$ cat src/rtl/zero_check_arb.sv
// zero_check_arb: round-robin arbiter sharing one 64-bit zero detector.
// Optional sticky flag register: define ZCA_FLAG_REG_EN.

module nor64 (
  input  logic [63:0] data,
  output logic        zero
);

  logic [15:0] l1;
  logic [3:0]  l2;

  // three-level reduction: 4-bit ORs, then 4-wide ORs, then final NOR
  always_comb begin
    l1 = '0;
    l2 = '0;
    for (int i = 0; i < 16; i++)
      l1[i] = |data[4*i +: 4];
    for (int j = 0; j < 4; j++)
      l2[j] = |l1[4*j +: 4];
  end

  assign zero = ~|l2;

endmodule

module zero_check_arb #(
  parameter int WIDTH = 64,
  parameter int NREQ  = 2
) (
  input  logic                  clk,
  input  logic                  reset_n,
  input  logic [NREQ-1:0]       req_valid,
  input  logic [NREQ*WIDTH-1:0] req_data,
  output logic [NREQ-1:0]       req_ready,
  output logic                  resp_valid,
  input  logic                  resp_ready,
  output logic [1:0]            resp_id,
  output logic                  resp_zero,
  output logic                  z_flag
);

  if (WIDTH != 64) begin : g_bad_width
    $error("zero_check_arb: WIDTH must be 64");
  end

  if (NREQ < 2 || NREQ > 4) begin : g_bad_nreq
    $error("zero_check_arb: NREQ must be 2..4");
  end

  typedef struct packed {
    logic             valid;
    logic [1:0]       id;
    logic [WIDTH-1:0] data;
  } s1_t;

  typedef struct packed {
    logic       valid;
    logic [1:0] id;
    logic       zero;
  } s2_t;

  s1_t              s1;
  s2_t              s2;
  logic [1:0]       last;
  logic [NREQ-1:0]  grant;
  logic [1:0]       gnt_id;
  logic [WIDTH-1:0] gnt_data;
  logic             any;
  logic             s1_free;
  logic             s2_free;
  logic             accept;
  logic             det_zero;

  assign s2_free = !s2.valid | resp_ready;
  assign s1_free = !s1.valid | s2_free;

  // round-robin pick, first valid requester after the last winner
  always_comb begin
    grant  = '0;
    gnt_id = '0;
    any    = 1'b0;
    for (int k = 0; k < NREQ; k++) begin
      for (int i = 0; i < NREQ; i++) begin
        if (!any && req_valid[i] &&
            (i == (int'(last) + 1 + k) % NREQ)) begin
          any      = 1'b1;
          grant[i] = 1'b1;
          gnt_id   = 2'(i);
        end
      end
    end
  end

  // operand mux for the granted requester
  always_comb begin
    gnt_data = '0;
    for (int i = 0; i < NREQ; i++)
      if (grant[i])
        gnt_data = req_data[i*WIDTH +: WIDTH];
  end

  assign req_ready = grant & {NREQ{s1_free}};
  assign accept    = any & s1_free;

  nor64 u_nor (
    .data (s1.data),
    .zero (det_zero)
  );

  // two-stage pipeline and round-robin pointer
  always_ff @(posedge clk or negedge reset_n) begin
    if (!reset_n) begin
      s1   <= '0;
      s2   <= '0;
      last <= 2'(NREQ - 1);
    end else begin
      if (s1_free) begin
        s1.valid <= accept;
        if (accept) begin
          s1.id   <= gnt_id;
          s1.data <= gnt_data;
          last    <= gnt_id;
        end
      end
      if (s2_free) begin
        s2.valid <= s1.valid;
        if (s1.valid) begin
          s2.id   <= s1.id;
          s2.zero <= det_zero;
        end
      end
    end
  end

  assign resp_valid = s2.valid;
  assign resp_id    = s2.id;
  assign resp_zero  = s2.zero;

`ifdef ZCA_FLAG_REG_EN
  // sticky flag follows id-0 (flag-setting ALU) responses only
  always_ff @(posedge clk or negedge reset_n) begin
    if (!reset_n)
      z_flag <= 1'b0;
    else if (s2.valid && resp_ready && s2.id == 2'd0)
      z_flag <= s2.zero;
  end
`else
  assign z_flag = 1'b0;
`endif

endmodule

$ cat config.mk
export PLATFORM = sky130hd
export DESIGN_NAME = zero_check_arb
export DESIGN_NICKNAME = d
export VERILOG_FILES = /design/src/rtl/zero_check_arb.sv
export SDC_FILE = /design/constraint.sdc
export NUM_CORES = 1
export LEC_CHECK = 0
export CORE_UTILIZATION = 30
export DETAILED_ROUTE_END_ITERATION = 8
export SETUP_SLACK_MARGIN = 0.2
export SLEW_MARGIN = 5
export SYNTH_ARGS = -nofsm -noshare
export SYNTH_HDL_FRONTEND = slang
export SYNTH_HIERARCHICAL = 1
export SYNTH_SLANG_ARGS = --single-unit
$ cat constraint.sdc
create_clock -name clk -period 1.7 [get_ports clk]
set_clock_uncertainty 0.1 [all_clocks]
set_input_delay 0.34 -clock clk [delete_from_list [all_inputs] [get_ports clk]]
set_output_delay 0.34 -clock clk [all_outputs]
set_load 0.01 [all_outputs]
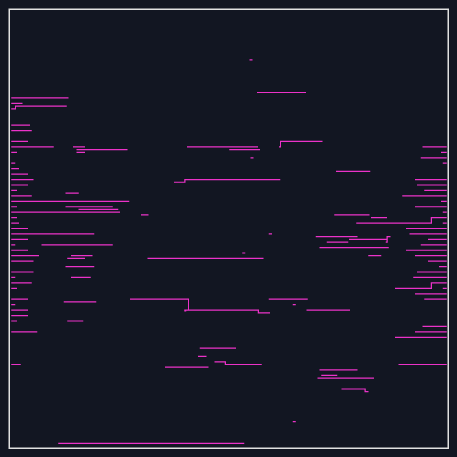
(images/met3.png)
Drawn at 4 px/um.
The wires run mostly horizontal. The layer holds 7.0% of the routed length. 101 nets have wire on it. The layer carries 866 um of wire.

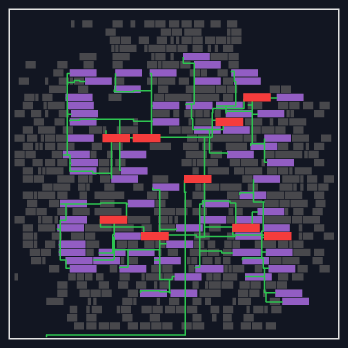
(images/clock_map.png)
Drawn at 3 px/um.
Key: green = clock wires [length 905 um]; purple = flip-flops [count 70]; red = cells driving clock nets [count 9]
There are 10 routed clock nets.

==> impl_metrics.tcl <==
# metrics dict for downstream scripts
set metrics [dict create \
    instance_count_of_the_mapped_netlist 339 \
    fin_nets 632 \
    wl_per_instance_um 19.35 \
    synth_flop_count 70 \
    clock_sinks 70 \
    worst_endpoint_required_time_ns 1.80 \
    non_clock_buffer_count_in_the_final_layout 185 \
    syn-mean-instance-area_um2 10.20 \
    drive_gt1_share_pct 30.16 \
    report.final.hold_viol_count 0 \
    cellLeakagePower_nw 2.545 \
    nature_of_the_critical_path_endpoint "flop" \
    global_placer_s_final_weighted_congestion 0.8099 \
    cts_max_level 3 \
    layout.cell_area.non_filler_um2 6429 \
    place.detailed.hpwl_um 8064 \
    placement_cell_area_um2 5131 \
    async_flop_share_pct 100.0 \
    multi_input_comb_area_um2 2130 \
    globalRouteMet2Util_pct 34.23 \
    cp_common_cell "sky130_fd_sc_hd__buf_6" \
    ordered_list_of_cells_on_the_worst_path "buf_6 > and3b_2 > buf_6 > clkbuf_16 > nor3_4 > a221o_1" \
    fill_cells 936 \
    grt_pass1_vias 3492 \
    drc 0 \
    met3_wirelength_um 865 \
    use_met3_pct 5.513 \
    pin_count 140 \
    critical_path_class "flop to flop" \
    proportion_of_netlist_area_held_by_the_largest_area_contributor_pct 49.93 \
    clk-insertion-delay-late_ns 0.32 \
    die_height_um 109.4 \
    timing.critical_path.from_type "flop" \
    die_w_um 109.4 \
    max_cap_violations 0 \
    synth_warnings 6 \
    ys_top_logic_family "simple AND/OR/NAND/NOR gates" \
    critical_path.n_buffers_inverters 3 \
    run_status "finished clean" \
    hold_buffers 1 \
    post_synth_main_area_contributors "sky130_fd_sc_hd__dfrtp_1, sky130_fd_sc_hd__a221o_1, sky130_fd_sc_hd__nor3_1" \
    clk_pin_slew_worst_paths_ns 0.06 \
    diode_insertion_count_for_antenna_repair 0 \
    crit_arrival_ns 1.80 \
    grt_util_met1_pct 24.78 \
    route.top_layer_used "met4" \
    cts.path.max_buffers 2 \
    critical_path_source "s1[66]" \
    worstSetupPathDepth 6 \
    via_per_instance_ratio 5.472 \
    final_core_utilization_pct 58.28 \
    finalSetupViolCount 0 \
    fp.dieArea_um2 11960 \
    timing.critical_path.max_delay_family "buffers and inverters" \
    synthAdderAreaFrac_pct 0 \
    route.met2.wl_um 6377 \
    via_count 3524 \
    multi_input_comb_cells 233 \
]
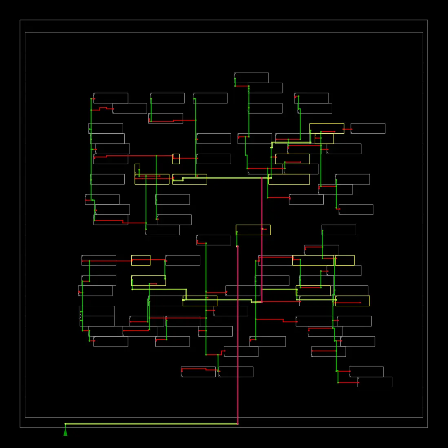
(images/final_clocks.png)
power in the clock group: 2.08 mW
FFs & Latches: 70

synthesized netlist by cell type (all sizes together) (2+ instances only):
master,count
a221o,64
nand4,4
nand2,67
clkbuf,14
buf,23
dfrtp,69
nand2b,2
mux2,2
nor4,17
nor3,64
state kept, by name, summed over array words and instances, names as in the netlist:
| name | cells |
|---|---|
| resp_valid | 1 |
| last | 1 |
| resp_id | 1 |
| resp_zero | 1 |
| s1 | 66 |
cells in the final DEF, fill, tap and decap left out, types with 2 or more instances in the layout:
| cell type | instances |
|---|---|
| sky130_fd_sc_hd__nand2_1 | 67 |
| sky130_fd_sc_hd__dlygate4sd2_1 | 4 |
| sky130_fd_sc_hd__buf_4 | 20 |
| sky130_fd_sc_hd__buf_12 | 10 |
| sky130_fd_sc_hd__nand4_1 | 4 |
| sky130_fd_sc_hd__nor3_4 | 37 |
| sky130_fd_sc_hd__clkdlybuf4s50_1 | 128 |
| sky130_fd_sc_hd__buf_8 | 2 |
| sky130_fd_sc_hd__clkbuf_8 | 3 |
| sky130_fd_sc_hd__conb_1 | 2 |
| sky130_fd_sc_hd__buf_6 | 10 |
| sky130_fd_sc_hd__dfrtp_1 | 68 |
| sky130_fd_sc_hd__nand2b_1 | 2 |
| sky130_fd_sc_hd__buf_16 | 2 |
| sky130_fd_sc_hd__nor3_2 | 27 |
| sky130_fd_sc_hd__clkbuf_16 | 15 |
| sky130_fd_sc_hd__buf_2 | 2 |
| sky130_fd_sc_hd__bufinv_16 | 2 |
| sky130_fd_sc_hd__a221o_1 | 64 |
| sky130_fd_sc_hd__nor4_2 | 9 |
| sky130_fd_sc_hd__nor4_1 | 7 |
power by group:
part           leakage, nW  switching [mW]  internal (mW)
combinational         1.53           0.736          0.940
clock                0.166           0.673           1.40
sequential           0.853           0.255           1.98
total                 2.54            1.66           4.32
Power is estimated from default activity; no workload was simulated.
